===== config.mk =====
export PLATFORM = sky130hd
export DESIGN_NAME = alu_arbiter
export DESIGN_NICKNAME = d
export VERILOG_FILES = /design/src/rtl/alu_arbiter.sv
export SDC_FILE = /design/constraint.sdc
export NUM_CORES = 1
export LEC_CHECK = 0
export ABC_CLOCK_PERIOD_IN_PS = 1800
export CAP_MARGIN = 20
export CORE_ASPECT_RATIO = 2
export CORE_UTILIZATION = 41
export DETAILED_ROUTE_END_ITERATION = 6
export GPL_ROUTABILITY_DRIVEN = 0
export PLACE_DENSITY = 0.79
export SETUP_SLACK_MARGIN = 0.3
export SLEW_MARGIN = 20
export SYNTH_ARGS = -nofsm -noshare
export SYNTH_HDL_FRONTEND = slang
export SYNTH_SLANG_ARGS = --single-unit
export TNS_END_PERCENT = 5

===== constraint.sdc =====
create_clock -name clk -period 1.8 [get_ports clk]
set_clock_uncertainty 0.2 [all_clocks]
set_input_delay 0.27 -clock clk [delete_from_list [all_inputs] [get_ports clk]]
set_output_delay 0.27 -clock clk [all_outputs]
set_load 0.005 [all_outputs]

===== src/rtl/alu_arbiter.sv =====
`default_nettype none
// ============================================================================
// Module   : alu_arbiter
// Purpose  : Two-requester round-robin arbiter in front of one shared,
//            purely combinational 4-bit ALU (AND / ADD). A granted request
//            is latched, fed to the ALU for SETTLE_CYCLES cycles, and the ALU
//            output is captured into a result register before done pulses.
// Ports    : clk, reset_n (sync, active-low)
//            req0/req1, op0/op1 (0 = AND, 1 = ADD), a0/b0/a1/b1 : requesters
//            alu_left/alu_right (AND/ADD select), alu_a/alu_b : to the ALU
//            alu_result                                       : from the ALU
//            gnt0/gnt1, done0/done1 : one-cycle pulses
//            result : last completed result, busy : not IDLE
// Revision : 1.0 - initial release
// ============================================================================
module alu_arbiter #(
  parameter int unsigned SETTLE_CYCLES = 1  // legal range 1..15
) (
  input  logic       clk,
  input  logic       reset_n,
  input  logic       req0,
  input  logic       req1,
  input  logic       op0,
  input  logic       op1,
  input  logic [3:0] a0,
  input  logic [3:0] b0,
  input  logic [3:0] a1,
  input  logic [3:0] b1,
  input  logic [3:0] alu_result,
  output logic       alu_left,
  output logic       alu_right,
  output logic [3:0] alu_a,
  output logic [3:0] alu_b,
  output logic       gnt0,
  output logic       gnt1,
  output logic       done0,
  output logic       done1,
  output logic [3:0] result,
  output logic       busy
);

  typedef enum logic [1:0] {
    IDLE  = 2'd0,
    GRANT = 2'd1,
    EXEC  = 2'd2,
    DONE  = 2'd3
  } state_t;

  // Value of the settle counter on the final EXEC cycle.
  localparam logic [3:0] LAST_CNT = 4'(SETTLE_CYCLES - 1);

  state_t     state_q, state_d;
  logic [3:0] cnt_q, cnt_d;
  logic       sel_q, sel_d;     // requester being served (0/1)
  logic       last_q, last_d;   // requester served most recently
  logic       op_q, op_d;
  logic [3:0] opa_q, opa_d;
  logic [3:0] opb_q, opb_d;

  logic       gnt0_q, gnt0_d;
  logic       gnt1_q, gnt1_d;
  logic       done0_q, done0_d;
  logic       done1_q, done1_d;
  logic       left_q, left_d;
  logic       right_q, right_d;
  logic [3:0] alu_a_q, alu_a_d;
  logic [3:0] alu_b_q, alu_b_d;
  logic [3:0] result_q, result_d;
  logic       busy_q, busy_d;

  // Every output is a flop, so each one is computed from the state being
  // entered rather than decoded from the current state.
  always_comb begin
    state_d  = state_q;
    cnt_d    = cnt_q;
    sel_d    = sel_q;
    last_d   = last_q;
    op_d     = op_q;
    opa_d    = opa_q;
    opb_d    = opb_q;
    gnt0_d   = 1'b0;
    gnt1_d   = 1'b0;
    done0_d  = 1'b0;
    done1_d  = 1'b0;
    left_d   = 1'b0;
    right_d  = 1'b0;
    alu_a_d  = alu_a_q;
    alu_b_d  = alu_b_q;
    result_d = result_q;

    case (state_q)
      IDLE: begin
        if (req0 || req1) begin
          // On a tie the requester not served last wins.
          sel_d   = (req0 && req1) ? ~last_q : req1;
          op_d    = sel_d ? op1 : op0;
          opa_d   = sel_d ? a1  : a0;
          opb_d   = sel_d ? b1  : b0;
          gnt0_d  = ~sel_d;
          gnt1_d  = sel_d;
          state_d = GRANT;
        end
      end
      GRANT: begin
        state_d = EXEC;
        cnt_d   = 4'd0;
        alu_a_d = opa_q;
        alu_b_d = opb_q;
        left_d  = ~op_q;
        right_d = op_q;
      end
      EXEC: begin
        if (cnt_q == LAST_CNT) begin
          // Operands have been stable for SETTLE_CYCLES cycles: capture.
          result_d = alu_result;
          done0_d  = ~sel_q;
          done1_d  = sel_q;
          state_d  = DONE;
        end else begin
          cnt_d   = cnt_q + 4'd1;
          left_d  = ~op_q;
          right_d = op_q;
        end
      end
      DONE: begin
        last_d  = sel_q;
        state_d = IDLE;
      end
      default: state_d = IDLE;
    endcase

    busy_d = (state_d != IDLE);
  end

  always_ff @(posedge clk) begin
    if (!reset_n) begin
      state_q  <= IDLE;
      cnt_q    <= 4'd0;
      sel_q    <= 1'b0;
      last_q   <= 1'b1;  // "requester 1 served last" => requester 0 wins first tie
      op_q     <= 1'b0;
      opa_q    <= 4'd0;
      opb_q    <= 4'd0;
      gnt0_q   <= 1'b0;
      gnt1_q   <= 1'b0;
      done0_q  <= 1'b0;
      done1_q  <= 1'b0;
      left_q   <= 1'b0;
      right_q  <= 1'b0;
      alu_a_q  <= 4'd0;
      alu_b_q  <= 4'd0;
      result_q <= 4'd0;
      busy_q   <= 1'b0;
    end else begin
      state_q  <= state_d;
      cnt_q    <= cnt_d;
      sel_q    <= sel_d;
      last_q   <= last_d;
      op_q     <= op_d;
      opa_q    <= opa_d;
      opb_q    <= opb_d;
      gnt0_q   <= gnt0_d;
      gnt1_q   <= gnt1_d;
      done0_q  <= done0_d;
      done1_q  <= done1_d;
      left_q   <= left_d;
      right_q  <= right_d;
      alu_a_q  <= alu_a_d;
      alu_b_q  <= alu_b_d;
      result_q <= result_d;
      busy_q   <= busy_d;
    end
  end

  assign gnt0      = gnt0_q;
  assign gnt1      = gnt1_q;
  assign done0     = done0_q;
  assign done1     = done1_q;
  assign alu_left  = left_q;
  assign alu_right = right_q;
  assign alu_a     = alu_a_q;
  assign alu_b     = alu_b_q;
  assign result    = result_q;
  assign busy      = busy_q;

endmodule
`default_nettype wire


==> notes.md, run 1 <==
run metrics: status=complete, no violations, share of cells above drive strength 1=0.204, CTS Buf Count=5, placed wire-length estimate=2530 um, cycle use final=0.908, RSZ-0062 raised after global routing=yes, cell area after synthesis=0.00145 mm2, Leak=0.874 nW, fill cell count=275, Hold Crit Start=op_q, DIE WIDTH=44.1 um, CTS tree=built, tool warnings=34, Main synth FF type=dfxtp_1, Die Y=86.2 um, largest net degree at the start of global routing=13, row count=30, post-synth top area share=0.496, Initial DRC Count=32, Area Overhead vs Synth=50.1%, WHS Endpoint=alu_left, combinational power share=0.377, final-report setup violation count=0, CP startpoint=state_q[0], Final min period=1.63 ns, I/O pin count=45, DIE AREA=0.00380 mm2, max cap viols=0, startpoint types=flip-flop, clk root buf=clkbuf_8, DRT Pass-1 Iters=6, wire per inst=14.3 um, first-pass GRT wire length=5800 um
[run 1: cell type report]
class / instances / area (um2) / share of cell area
multi-input cells: 107 / 729 / 0.334
clock buffers: 6 / 82.6 / 0.0378
inverters: 6 / 22.5 / 0.0103
repair buffers: 59 / 558 / 0.256
well taps: 32 / 40.0 / 0.0183
clock inverters: 2 / 15.0 / 0.00688
flip-flops and latches: 36 / 734 / 0.337
[run 1: state kept, by name, indices dropped and copies added, names as in the netlist]
signal and cells:
alu_a 4, alu_b 4, cnt_q 4, opa_q 4
opb_q 4, result 4, state_q 2, alu_left 1
alu_right 1, busy 1, done0 1, done1 1
gnt0 1, gnt1 1, last_q 1, op_q 1
sel_q 1
[run 1: layer usage]
| metal | part of all wire | track usage | vias to the layer above |
|---|---|---|---|
| li1 | - | - | 654 |
| met1 | 0.36 | 0.216 | 603 |
| met2 | 0.56 | 0.356 | 48 |
| met3 | 0.033 | 0.0354 | 12 |
| met4 | 0.042 | 0.140 | 0 |
| met5 | 0 | 0 | - |
[run 1: power by group through the flow]
| stage | logic (mW) | clock network (mW) | registers, mW |
|---|---|---|---|
| after CTS | 0.963 | 0.609 | 1.10 |
| after floorplan | 0.569 | 0 | 1.09 |
| final | 1.03 | 0.601 | 1.10 |
| after global routing | 1.12 | 0.643 | 1.13 |
| after detailed placement | 0.941 | 0 | 1.11 |
| after global placement | 0.901 | 0 | 1.10 |
[run 1: placed cells by master (no fill, tap or decap), drive strengths merged]
| master | count |
|---|---|
| clkdlybuf4s50 | 42 |
| dfxtp | 36 |
| nand2 | 24 |
| buf | 15 |
| nor2 | 14 |
| mux2i | 13 |
| o21ai | 12 |
| a31oi | 10 |
| ha | 7 |
| clkbuf | 6 |
| inv | 5 |
| a21oi | 4 |
| nand3 | 3 |
| and3 | 3 |
| nor3 | 3 |
| clkinvlp | 2 |
| or3b | 2 |
| nor3b | 2 |
| clkinv | 1 |
| a21boi | 1 |
| o21a | 1 |
| nand2b | 1 |
| a21bo | 1 |
| and4bb | 1 |
| nor4b | 1 |
| o31ai | 1 |
| nor2b | 1 |
| nand4b | 1 |
| a211oi | 1 |
| dlymetal6s2s | 1 |
| dlygate4sd2 | 1 |
[run 1: per-stage QoR]
step                      setup slack, ns  cells  instance area (um2)
final                               0.166    248                 2180
after global routing                0.132    248                 2180
after detailed placement           0.0799    234                 1980
after global placement              0.145    234                 1980
after CTS                           0.171    247                 2150
after floorplan                     0.255    158                 1490
[run 1: repair_timing]
| item | in CTS | in global routing |
|---|---|---|
| hold buffers | 0 | 0 |
| endpoints found under the setup margin | 41 | 51 |
| setup buffers | 5 | 1 |
| pin swaps | 2 | 0 |
| resized | 10 | 11 |
[run 1: worst max-delay path, cell delays in order, from the launching register on]
cell	delay, ns
dfxtp_4	0.36
inv_2	0.11
ha_4	0.22
and4bb_4	0.34
mux2i_1	0.23
nor2_1	0.06
[run 1: kinds of logic after synthesis]
| group | synth area share |
|---|---|
| compound gates | 0.126 |
| fa+ha+maj | 0.0602 |
| flops | 0.496 |
| mux | 0.0895 |
| simple gates | 0.185 |
| buf+inv | 0.0439 |
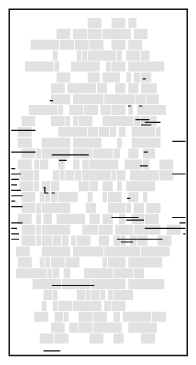
Figure 1: run 1, signal wires on met3.
(4 px per um)
main direction = horizontal
nets with wire on the layer = 32
longest straight run = 11.0 um
share of all routed wire = 3.3%

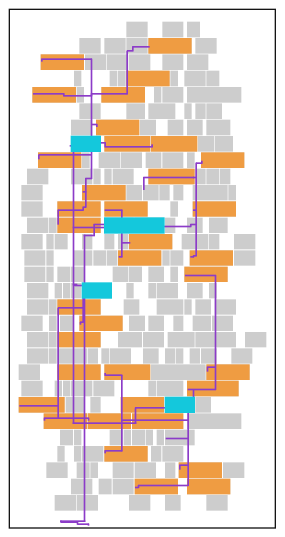
Figure 2: run 1, clock wires, drivers and flops.
(6 px per um)
orange -> flip-flops  # count 36
cyan -> clock drivers  # count 5
purple -> clock wires  # length 425 um
routed clock nets = 6

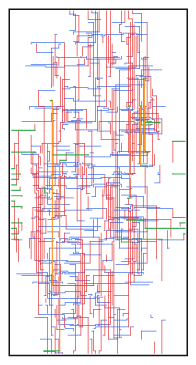
Figure 3: run 1, metal layers overlaid.
(4 px per um)
orange -> metal 4  # wire length 150 um
red -> metal 2  # wire length 2,000 um
green -> metal 3  # wire length 116 um
blue -> metal 1  # wire length 1,290 um

Figure 4. Wiring heat map (run 1).
(6 px per um) 9 x 17 tiles, from dark purple (low) to yellow (high), scaled to the fullest tile. Values are wire area over tile area, all layers added.
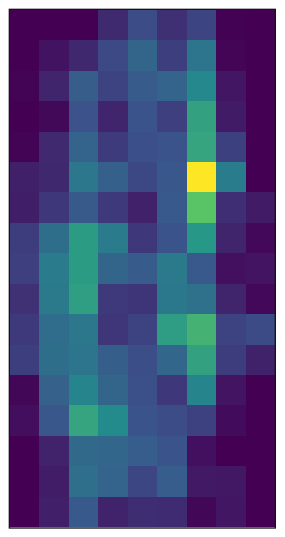

==> inputs of run 2 (changes only) <==
Settings changed: SETUP_SLACK_MARGIN 0.3 to 0.05.
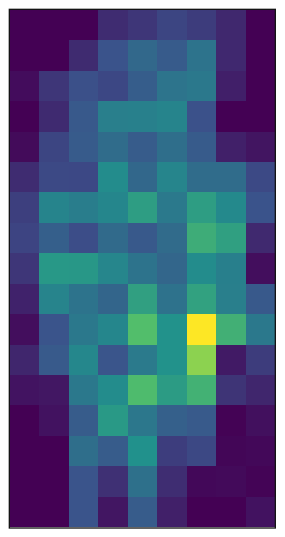
Figure 5: run 2, wiring heat map.
(6 px per um) 9 x 17 tiles, from dark purple (low) to yellow (high), scaled to the fullest tile. Values are wire area over tile area, all layers added.
nearly empty tiles = 15%
emptiest ninth of the die = north-west
mean over tiles = 0.13
fullest tile = 0.50
tiles over half the peak = 12%

==> notes.md, run 2 <==
run metrics: max cap viols=0 (unchanged), post-synth top area share=0.496 (unchanged), startpoint types=flip-flop, largest net degree at the start of global routing=13 (unchanged), MI comb area=683 um2 (-6.3%), Hold Crit Class=flip-flop to flip-flop, syn nets=191, cell area after synthesis=0.00145 mm2 (unchanged), tool warnings=31 (-8.8%), RSZ-0062 raised after global routing=no, CP startpoint=cnt_q[0], I/O pin count=45 (unchanged), Initial DRC Count=19 (-41%), Leak=0.823 nW (-5.8%), Die Y=86.2 um (unchanged), fill cell count=297 (+8.0%), placed wire-length estimate=2410 um (-5.0%), share of cells above drive strength 1=0.118 (-0.0852), most frequent logic cell in the layout=clkdlybuf4s50_1, DRC=2, CTS tree=built, Area Overhead vs Synth=42.8%, cycle use final=0.932 (+0.0246), failing checks=design-rule violations, wire per inst=13.1 um (-8.8%), WHS Endpoint=alu_left, Post CTS Setup Buffer Count=0 (-5), most frequent cells in the layout=clkdlybuf4s50_1 (44), dfxtp_1 (35), nand2_1 (24), pre-CTS setup slack=0.0183 ns (-0.0616 ns), clk root buf=clkbuf_8, nets=243, final-report setup violation count=0 (unchanged), vias in the first global route=1,250, DIE WIDTH=44.1 um (unchanged), Main synth FF type=dfxtp_1, status=finished with violations, post-route total power=2.60 mW, Final min period=1.68 ns (+0.0443 ns), Register Area=722 um2 (-1.7%), Final WS setup=0.122 ns (-0.0443 ns), total routed wirelength=3170 um, first-pass GRT wire length=5420 um (-6.4%), DRT Pass-1 Iters=6 (unchanged)
-- run 2: cell count changes in the layout (fill, tap and decap cells not counted), sizes merged --
cell / change
clkinv: +2
clkdlybuf4s50: +2
dlygate4sd2: -1
buf: -5
clkinvlp: -2
dlymetal6s2s: -1
-- run 2: worst max-delay path by stage --
stage	to
floorplan	cnt_q[1]
global placement	cnt_q[0]
detailed placement	opb_q[2]
CTS	result[0]
global route	busy
finish	busy
-- run 2: timing repair --
action	4_1_cts	5_1_grt
resized	1	4
hold buffers	0	0
setup endpoints to repair	1	7
-- run 2: report_power, final --
part,total (mW),internal (mW),switching (mW)
logic,0.930,0.495,0.436
clock network,0.582,0.305,0.277
registers,1.09,0.984,0.102
total,2.60,1.78,0.815
-- run 2: final cells by class --
class | instances | area share
sequential | 36 | 0.348
multi-input combinational | 107 | 0.329
timing repair buffer | 54 | 0.248
clock buffer | 6 | 0.0398
tap | 32 | 0.0193
inverter | 6 | 0.0108
clock inverter | 2 | 0.00482
-- run 2: kinds of logic after synthesis --
logic type,share of synthesized area
simple gates,0.185
flops,0.496
compound gates,0.126
buf+inv,0.0439
mux,0.0895
fa+ha+maj,0.0602
-- run 2: per-stage QoR --
stage / hold slack (ns) / instances / utilization / instance area (um2)
4_1_cts: 0.239 / 243 / 0.611 / 2060
6_report: 0.239 / 243 / 0.614 / 2080
2_1_floorplan: 0.208 / 158 / - / 1450
5_1_grt: 0.271 / 243 / 0.614 / 2080
3_5_place_dp: 0.227 / 235 / 0.583 / 1970
3_3_place_gp: 0.223 / 235 / 0.583 / 1970
-- run 2: critical path, cell delays in order, from the launching register on --
cell     delay (ns)
dfxtp_1        0.33
inv_1          0.10
ha_1           0.17
or3b_4         0.41
nor3b_1        0.17
o31ai_1        0.23
-- run 2: per-layer routing --
metal	vias up	global-route usage	part of all wire
met2	32	0.346	0.56
met3	9	0.0396	0.031
met1	588	0.193	0.38
met5	-	0	0
li1	644	-	-
met4	0	0.116	0.035
==> inputs of run 3 (changes only) <==
Settings changed: SKIP_LAST_GASP from default to 1.
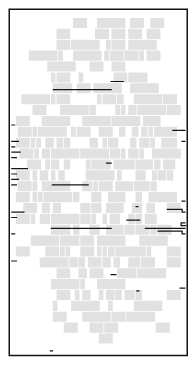
Figure 6: run 3, signal wires on met3.
(4 px per um)
wire length on this layer = 98.2 um
main direction = horizontal

==> notes.md, run 3 <==
run metrics: crit-path max cell delay=0.41 ns (about the same), placed wire-length estimate=2410 um (unchanged), syn nets=191 (unchanged), max cap viols=0 (unchanged), vias in the first global route=1,250 (unchanged), share of cells above drive strength 1=0.118 (unchanged), first-pass GRT wire length=5420 um (unchanged), Final min period=1.68 ns (unchanged), I/O pin count=45 (unchanged), CTS tree=built, status=finished with violations, mux cell area share after synthesis=0.0895 (unchanged), wire per inst=13.1 um (unchanged), yosys aoi share=0.126 (unchanged), failing checks=design-rule violations, post-synth top area share=0.496 (unchanged), Clk pwr share=0.224 (about the same), XOR Share, Synth=0 (unchanged), total routed wirelength=3170 um (unchanged), Leak=0.823 nW (unchanged), most frequent logic cell in the layout=clkdlybuf4s50_1, clk root buf=clkbuf_8, pre-CTS setup slack=0.0183 ns (unchanged), crit-path max FO=5, cell area after synthesis=0.00145 mm2 (unchanged), adder share=0.0602 (unchanged), AND/OR/NAND/NOR Cells, Area Fraction=0.185 (unchanged), sw frac=0.313 (unchanged), Final WS setup=0.122 ns (unchanged), DRT antenna net count=0, Area Overhead vs Synth=42.8% (unchanged), largest net degree at the start of global routing=13 (unchanged), DRC=2 (unchanged), post-layout util=0.614 (unchanged), Hold Crit Class=flip-flop to flip-flop, slowest cell on the critical path=or3b_4, Flop pwr share=0.418 (about the same), DRT Pass-1 Iters=6 (unchanged), Post CTS Setup Buffer Count=0 (unchanged), Int Pwr=1.78 mW (unchanged), worst path cell trace=inv_1 > ha_1 > or3b_4 > nor3b_1 > o31ai_1, Net Sw Power=0.815 mW (unchanged), startpoint types=flip-flop, combinational power share=0.358 (about the same), DIE WIDTH=44.1 um (unchanged), tool warnings=31 (unchanged), cycle use final=0.932 (unchanged), fill cell count=297 (unchanged), hold buffer count at CTS=0 (unchanged)
## run 3: what timing repair did
action                     CTS  global route
cloned                       0             0
gates resized                1             4
setup endpoints to repair    1             7
## run 3: cell type report
cell class | count | area (um2) | share of cell area
clock buffers | 6 | 82.6 | 0.0398
clock inverters | 2 | 10.0 | 0.00482
inverters | 6 | 22.5 | 0.0108
multi-input cells | 107 | 683 | 0.329
flip-flops and latches | 36 | 722 | 0.348
well taps | 32 | 40.0 | 0.0193
repair buffers | 54 | 515 | 0.248
## run 3: layer usage
| layer | wire, um | vias up | track usage |
|---|---|---|---|
| li1 | - | 644 | - |
| met1 | 1190 | 588 | 0.193 |
| met2 | 1770 | 32 | 0.346 |
| met3 | 98 | 9 | 0.0396 |
| met4 | 110 | 0 | 0.116 |
| met5 | 0 | - | 0 |
## run 3: power by group through the flow
stage          Clock [mW]  Sequential [mW]  Combinational, mW
2_1_floorplan           0             1.08              0.525
3_3_place_gp            0             1.10              0.879
3_5_place_dp            0             1.10              0.901
4_1_cts             0.601             1.08              0.915
5_1_grt             0.623             1.11               1.04
6_report            0.582             1.09              0.930
## run 3: stage by stage
stage                     power (mW)  hold WS (ns)  cell area [um2]  cells
after floorplan                 1.61         0.208             1450    158
after global placement          1.98         0.223             1970    235
after detailed placement        2.00         0.227             1970    235
after CTS                       2.60         0.239             2060    243
after global routing            2.77         0.271             2080    243
final                           2.60         0.239             2080    243
## run 3: cells by family (layout without fill, tap and decap cells)
logic type      after synthesis  after routing
fa+ha+maj                     7              7
flops                        36             36
buf+inv                      15             68
compound gates               31             31
simple gates                 56             56
mux                          13             13
## run 3: final timing paths
check	from	end	slack (ns)	cells past startpoint
setup / recovery	cnt_q[0]	busy	0.12	5
hold / removal	op_q	alu_left	0.24	1
hold reg to reg	op_q	alu_left	0.24	1
setup reg to reg	cnt_q[0]	busy	0.12	5
## run 3: worst max-delay path: cells and delay by family, from the launching register on
kind / cells / cell delay [ns]
flip-flops: 1 / 0.33
adder cells (fa/ha/maj): 1 / 0.17
AND/OR/NAND/NOR: 2 / 0.58
AND-OR/OR-AND: 1 / 0.23
buffers and inverters: 1 / 0.10
No activity file was given, so power comes from the tool's default toggle rates.
